layers.png
Two of the layers only.
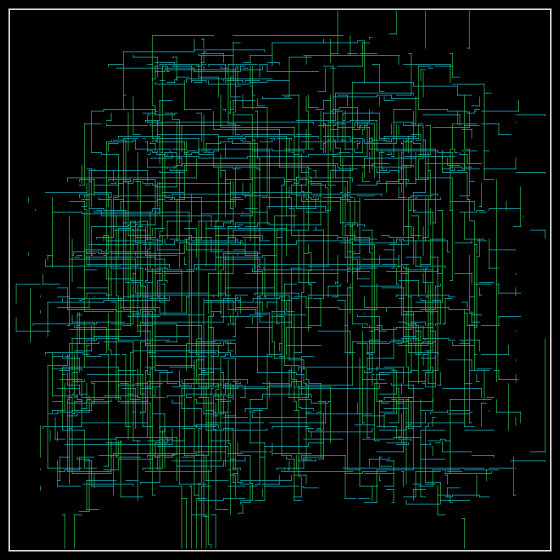
pinout.png
Pins as bars across the die edge, other pins in gray.
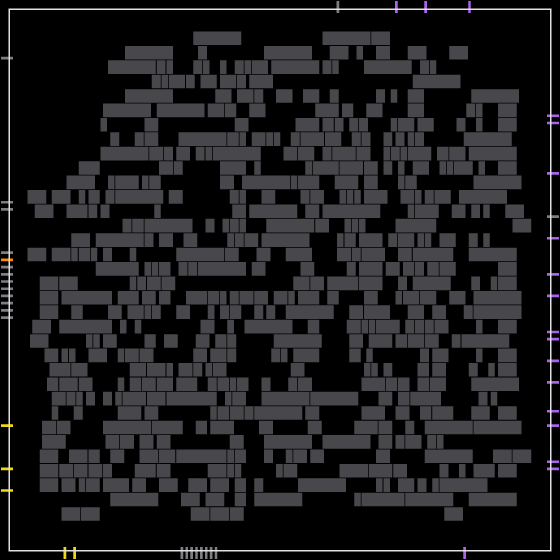
### src/rtl/dequantize.sv
// Reconstructs a left-aligned 18-bit sample from a right-aligned Nquant-bit two's-complement code.
// One bit is shifted per cycle, then an optional half-LSB midpoint offset is added.
module dequantize #(
    parameter int unsigned MIDPOINT = 1
) (
    input  logic        clock,
    input  logic        reset,
    input  logic [4:0]  Nquant,
    input  logic [17:0] datain,
    input  logic        endatain,
    output logic [17:0] dataout,
    output logic        dataready,
    output logic        busy
);

    typedef enum logic [1:0] {StIdle, StShift, StAdjust} state_e;

    state_e      state_q, state_d;
    logic [17:0] sr_q, sr_d;
    logic [4:0]  shift_q, shift_d;
    logic [4:0]  cnt_q, cnt_d;
    logic [17:0] dataout_q, dataout_d;
    logic        dataready_q, dataready_d;

    logic [4:0]  nq;
    logic [4:0]  shift_in;
    logic [17:0] low_mask;
    logic [17:0] code_ext;
    logic [17:0] offset;

    // Clamp the code width and sign-extend the selected low bits of datain.
    always_comb begin
        nq = Nquant;
        if (Nquant == 5'd0) begin
            nq = 5'd1;
        end else if (Nquant > 5'd18) begin
            nq = 5'd18;
        end
        shift_in = 5'd18 - nq;
        low_mask = 18'h3FFFF >> shift_in;
        code_ext = datain[nq - 5'd1] ? (datain | ~low_mask) : (datain & low_mask);
    end

    // Low shift bits of sr_q are zero after shifting, so this add cannot carry out.
    always_comb begin
        offset = 18'd0;
        if ((MIDPOINT != 0) && (shift_q != 5'd0)) begin
            offset = 18'd1 << (shift_q - 5'd1);
        end
    end

    always_comb begin
        state_d     = state_q;
        sr_d        = sr_q;
        shift_d     = shift_q;
        cnt_d       = cnt_q;
        dataout_d   = dataout_q;
        dataready_d = 1'b0;
        case (state_q)
            StIdle: begin
                if (endatain) begin
                    sr_d    = code_ext;
                    shift_d = shift_in;
                    cnt_d   = 5'd0;
                    state_d = (shift_in != 5'd0) ? StShift : StAdjust;
                end
            end
            StShift: begin
                sr_d  = {sr_q[16:0], 1'b0};
                cnt_d = cnt_q + 5'd1;
                if (cnt_q + 5'd1 == shift_q) begin
                    state_d = StAdjust;
                end
            end
            StAdjust: begin
                dataout_d   = sr_q + offset;
                dataready_d = 1'b1;
                state_d     = StIdle;
            end
            default: state_d = StIdle;
        endcase
    end

    always_ff @(posedge clock or posedge reset) begin
        if (reset) begin
            state_q     <= StIdle;
            sr_q        <= 18'd0;
            shift_q     <= 5'd0;
            cnt_q       <= 5'd0;
            dataout_q   <= 18'd0;
            dataready_q <= 1'b0;
        end else begin
            state_q     <= state_d;
            sr_q        <= sr_d;
            shift_q     <= shift_d;
            cnt_q       <= cnt_d;
            dataout_q   <= dataout_d;
            dataready_q <= dataready_d;
        end
    end

    assign dataout   = dataout_q;
    assign dataready = dataready_q;
    assign busy      = (state_q != StIdle);

endmodule

### config.mk
export PLATFORM = sky130hd
export DESIGN_NAME = dequantize
export DESIGN_NICKNAME = d
export VERILOG_FILES = /design/src/rtl/dequantize.sv
export SDC_FILE = /design/constraint.sdc
export NUM_CORES = 1
export LEC_CHECK = 0
export CORE_MARGIN = 3
export CORE_UTILIZATION = 40
export CTS_CLUSTER_DIAMETER = 120
export DETAILED_ROUTE_END_ITERATION = 10
export GPL_ROUTABILITY_DRIVEN = 0
export PLACE_DENSITY_LB_ADDON = 0.08
export SETUP_SLACK_MARGIN = 0.05
export SYNTH_ARGS = -nofsm -noshare
export SYNTH_HDL_FRONTEND = slang
export SYNTH_SLANG_ARGS = --single-unit
### constraint.sdc
create_clock -name clock -period 2.8 [get_ports clock]
set_clock_uncertainty 0.05 [all_clocks]
set_input_delay 0.28 -clock clock [delete_from_list [all_inputs] [get_ports clock]]
set_output_delay 0.28 -clock clock [all_outputs]
set_load 0.01 [all_outputs]
==> results.py <==
# Flow results
metrics = {
    "cts": {
        "clockBufferDepth": 2,
        "insertion_delay_ns": 0.31,
        "cts_sinks": 49,
        "clk_pin_slew_worst_paths_ns": 0.10,
        "cts_inserted_buffers": 5,
        "ctsHoldBuffers": 0,
        "cts_max_level": 2,
        "root_buffer": "clkbuf_8",
        "cts_tree": "yes",
    },
    "setup_path": {
        "cp-end-kind": "flop",
        "worstSetupPathType": "flop to flop",
        "cp_top_family": "AND-OR/OR-AND gates",
        "worstPathArrival_ns": 2.98,
        "cpPeakStageDelay_ns": 0.42,
        "critPathLaunchType": "flop",
        "critPathBufInv": 1,
        "slowest_stage": "or3b_4",
        "crit_required_ns": 2.93,
        "cp_cell_sequence": "or3b_4, nor3_4, ha_2, inv_2, fa_2, nor2b_1, o21a_1, o21ai_4, a211oi_4, o21ai_2, mux2i_1, o311ai_1",
        "cp_max_fo": 4,
    },
    "power_and_ir_drop": {
        "irDropWorstVdd_uv": 357,
        "static-leakage-power_nw": 2.19,
        "intPower_mw": 2.40,
        "switching_share_pct": 42.2,
        "pwr-share-seq_pct": 30.9,
        "p_sw_mw": 1.75,
        "combinationalPowerShare_pct": 56.6,
        "clockPowerShare_pct": 12.5,
        "power_density_mw_per_mm2": 850,
    },
    "sta": {
        "final-setup-viol-count": 2,
        "worstMarginPinSlew_ns": 0.719,
        "relSlewSlack_pct": 51.6,
        "finalMaxSlewViolations": 0,
        "rsz0062_at_grt": "true",
        "min_period_ns": 2.85,
        "worst_slack_ns": -0.0504,
        "fmax_mhz": 351,
        "holdWs_ns": 0.384,
        "hold_viol_final": 0,
        "min_period_over_period_pct": 102,
        "tns_ns": -0.0964,
    },
    "final_layout": {
        "finish.utilization_pct": 55.5,
        "drive_above_1_share_pct": 20.7,
        "nets": 569,
        "lay_top_count": "nand2_1",
        "antenna-diode-count": 0,
        "layout_top_cells": "nand2_1 (60), buf_4 (53), dfrtp_1 (49)",
        "n_fill_cell": 823,
        "final_cells": 629,
        "comb_area_mm2": 0.00248,
        "regArea_mm2": 0.00123,
        "area_delta_synth_final_pct": 32.9,
    },
    "routing": {
        "wirelength_um": 9590,
        "wl_per_cell_um": 15.2,
        "ant_nets": 0,
        "via_per_inst": 5.42,
        "dr.first_iter.drc_count": 163,
        "firstDrtPassIters": 5,
        "drc_errors": 0,
        "vias": 3408,
    },
    "placement": {
        "place_inst": 617,
        "pre_cts_slack_ns": -0.232,
        "hpwl_um": 7450,
        "io_buffers": 45,
    },
    "global_route": {
        "use_met2_pct": 31.9,
        "use_met3_pct": 2.73,
        "antenna_found_initial": 0,
        "use_met1_pct": 26.2,
        "grt_max_degree": 50,
        "overflow": 0,
        "grt_most_used_layer": "met2",
        "grt_pass1_vias": 3196,
        "grt_usage_pct": 19.0,
        "grt_pass1_wl_um": 15700,
    },
    "run_status": {
        "status": "complete, but fails checks",
        "violations": "setup timing",
    },
    "floorplan": {
        "die_width_um": 102,
        "core_area_mm2": 0.00881,
        "die-height_um": 102,
        "floorplan.rows": 34,
        "ios": 46,
        "initCoreUtil_pct": 41.8,
        "die_area_mm2": 0.0104,
    },
    "synth": {
        "synth_cell_types": 55,
        "edf_count": 0,
        "flop_cell": "dfrtp_1",
        "synthCells": 433,
        "yosys.area.top_type_share_pct": 33.3,
        "yosys-stat-area_mm2": 0.00368,
        "avgSynthCellArea_um2": 8.50,
        "synthArstFlopShare_pct": 100,
        "area_leaders": "dfrtp_1 (33%), ha_1 (7.5%), o21ai_0 (6.4%)",
        "top_area_cell": "dfrtp_1",
        "yosys_cells": 433,
        "fp_nets": 482,
        "netlist_area_mm2": 0.00368,
        "ys_warn_count": 0,
        "synth_seq_share_pct": 33.3,
        "ys_seq_elements": 49,
    },
    "flow_run": {
        "max_cap_viol_count": 0,
        "tool_warnings": 31,
    },
    "worst_hold_path": {
        "worstHoldPathType": "input port to asynchronous set/reset pin",
    },
}
About layers.png:
Key: M2 = green [wire length 4650 um]; M1 = cyan [wire length 4610 um]

About pinout.png:
Key: dataout = purple [pins 18, direction output, edge 14 east, 3 north, 1 south]; Nquant = yellow [pins 5, direction input, edge 3 west, 2 south]; endatain = orange [pins 1, direction input, edge west]

## what timing repair did
action / CTS / global route
buffers inserted: 0 / 4
pin swaps: 4 / 11
resized: 6 / 36
endpoints found under the setup margin: 6 / 27
## layer usage
metal / wire length [um] / vias up / part of all wire, %
met5: 0 / - / 0
met4: 32 / 0 / 0.33
met3: 296 / 2 / 3.1
met2: 4650 / 60 / 48
met1: 4610 / 1611 / 48
li1: - / 1735 / -
## power by group through the flow
stage | clock network, mW | logic (mW) | registers, mW
after detailed placement | 0 | 2.23 | 1.29
final | 0.520 | 2.35 | 1.28
after global routing | 0.557 | 2.62 | 1.34
after global placement | 0 | 2.20 | 1.28
after floorplan | 0 | 1.42 | 1.25
after CTS | 0.542 | 2.26 | 1.29
## cells by family after synthesis
kind of cell             after synthesis  synth area share, %
flip-flops                            49                 33.3
AND-OR/OR-AND                        146                 24.8
AND/OR/NAND/NOR                      142                 18.3
adder cells (fa/ha/maj)               24                 8.40
XOR/XNOR                              25                 5.95
buffers and inverters                 36                 4.42
multiplexers                          11                 4.80
## cells in the mapped netlist (all sizes together) (3+ instances only)
cell type  instances
nand2             63
o21ai             56
dfrtp             49
nor2              24
a21oi             23
ha                22
a22oi             16
inv               16
clkbuf            15
o22ai             15
nor3              14
xor2              13
xnor2             12
a21o               9
nand3              8
nand2b             6
nor2b              6
buf                5
a31oi              4
mux2               4
mux4               4
o21a               4
a211oi             3
and2               3
mux2i              3
nor3b              3
o21bai             3
o31ai              3
or3b               3
## registers in the layout, summed over array words and instances, names as in the netlist
signal,count
cnt_q,5
dataout,18
sr_q,18
shift_q,5
dataready,1
state_q,2
## final timing paths
check	start	to	slack, ns	cells past startpoint
setup / recovery	shift_q[3]	dataout[12]	-0.05	12
hold / removal	reset	cnt_q[0]	0.38	3
setup reg to reg	shift_q[3]	dataout[12]	-0.05	12
hold reg to reg	dataout[6]	dataout[6]	0.43	2
max in group asynchronous	reset	sr_q[8]	1.87	3
min in group clock	dataout[6]	dataout[6]	0.43	2
## worst register-to-register path: stages, from the launching register on
cell and delay [ns]:
dfrtp_1 0.41, or3b_4 0.42, nor3_4 0.15, ha_2 0.22
inv_2 0.04, fa_2 0.35, nor2b_1 0.13, o21a_1 0.19
o21ai_4 0.09, a211oi_4 0.35, o21ai_2 0.09, mux2i_1 0.15
o311ai_1 0.10
## layout make-up
cell class	count	share of cell area (%)
clock buffers	5	1.41
well taps	108	2.76
inverters	16	1.23
clock inverters	3	0.947
flip-flops and latches	49	25.1
repair buffers	100	17.8
multi-input cells	348	50.7
## through the flow
stage          power (mW)  area (um2)
4_1_cts              4.08        4710
6_report             4.15        4890
3_5_place_dp         3.52        4560
5_1_grt              4.51        4890
2_1_floorplan        2.67        3700
3_3_place_gp         3.49        4560
Power figures rest on the tool's default switching activity, not on a simulated workload.
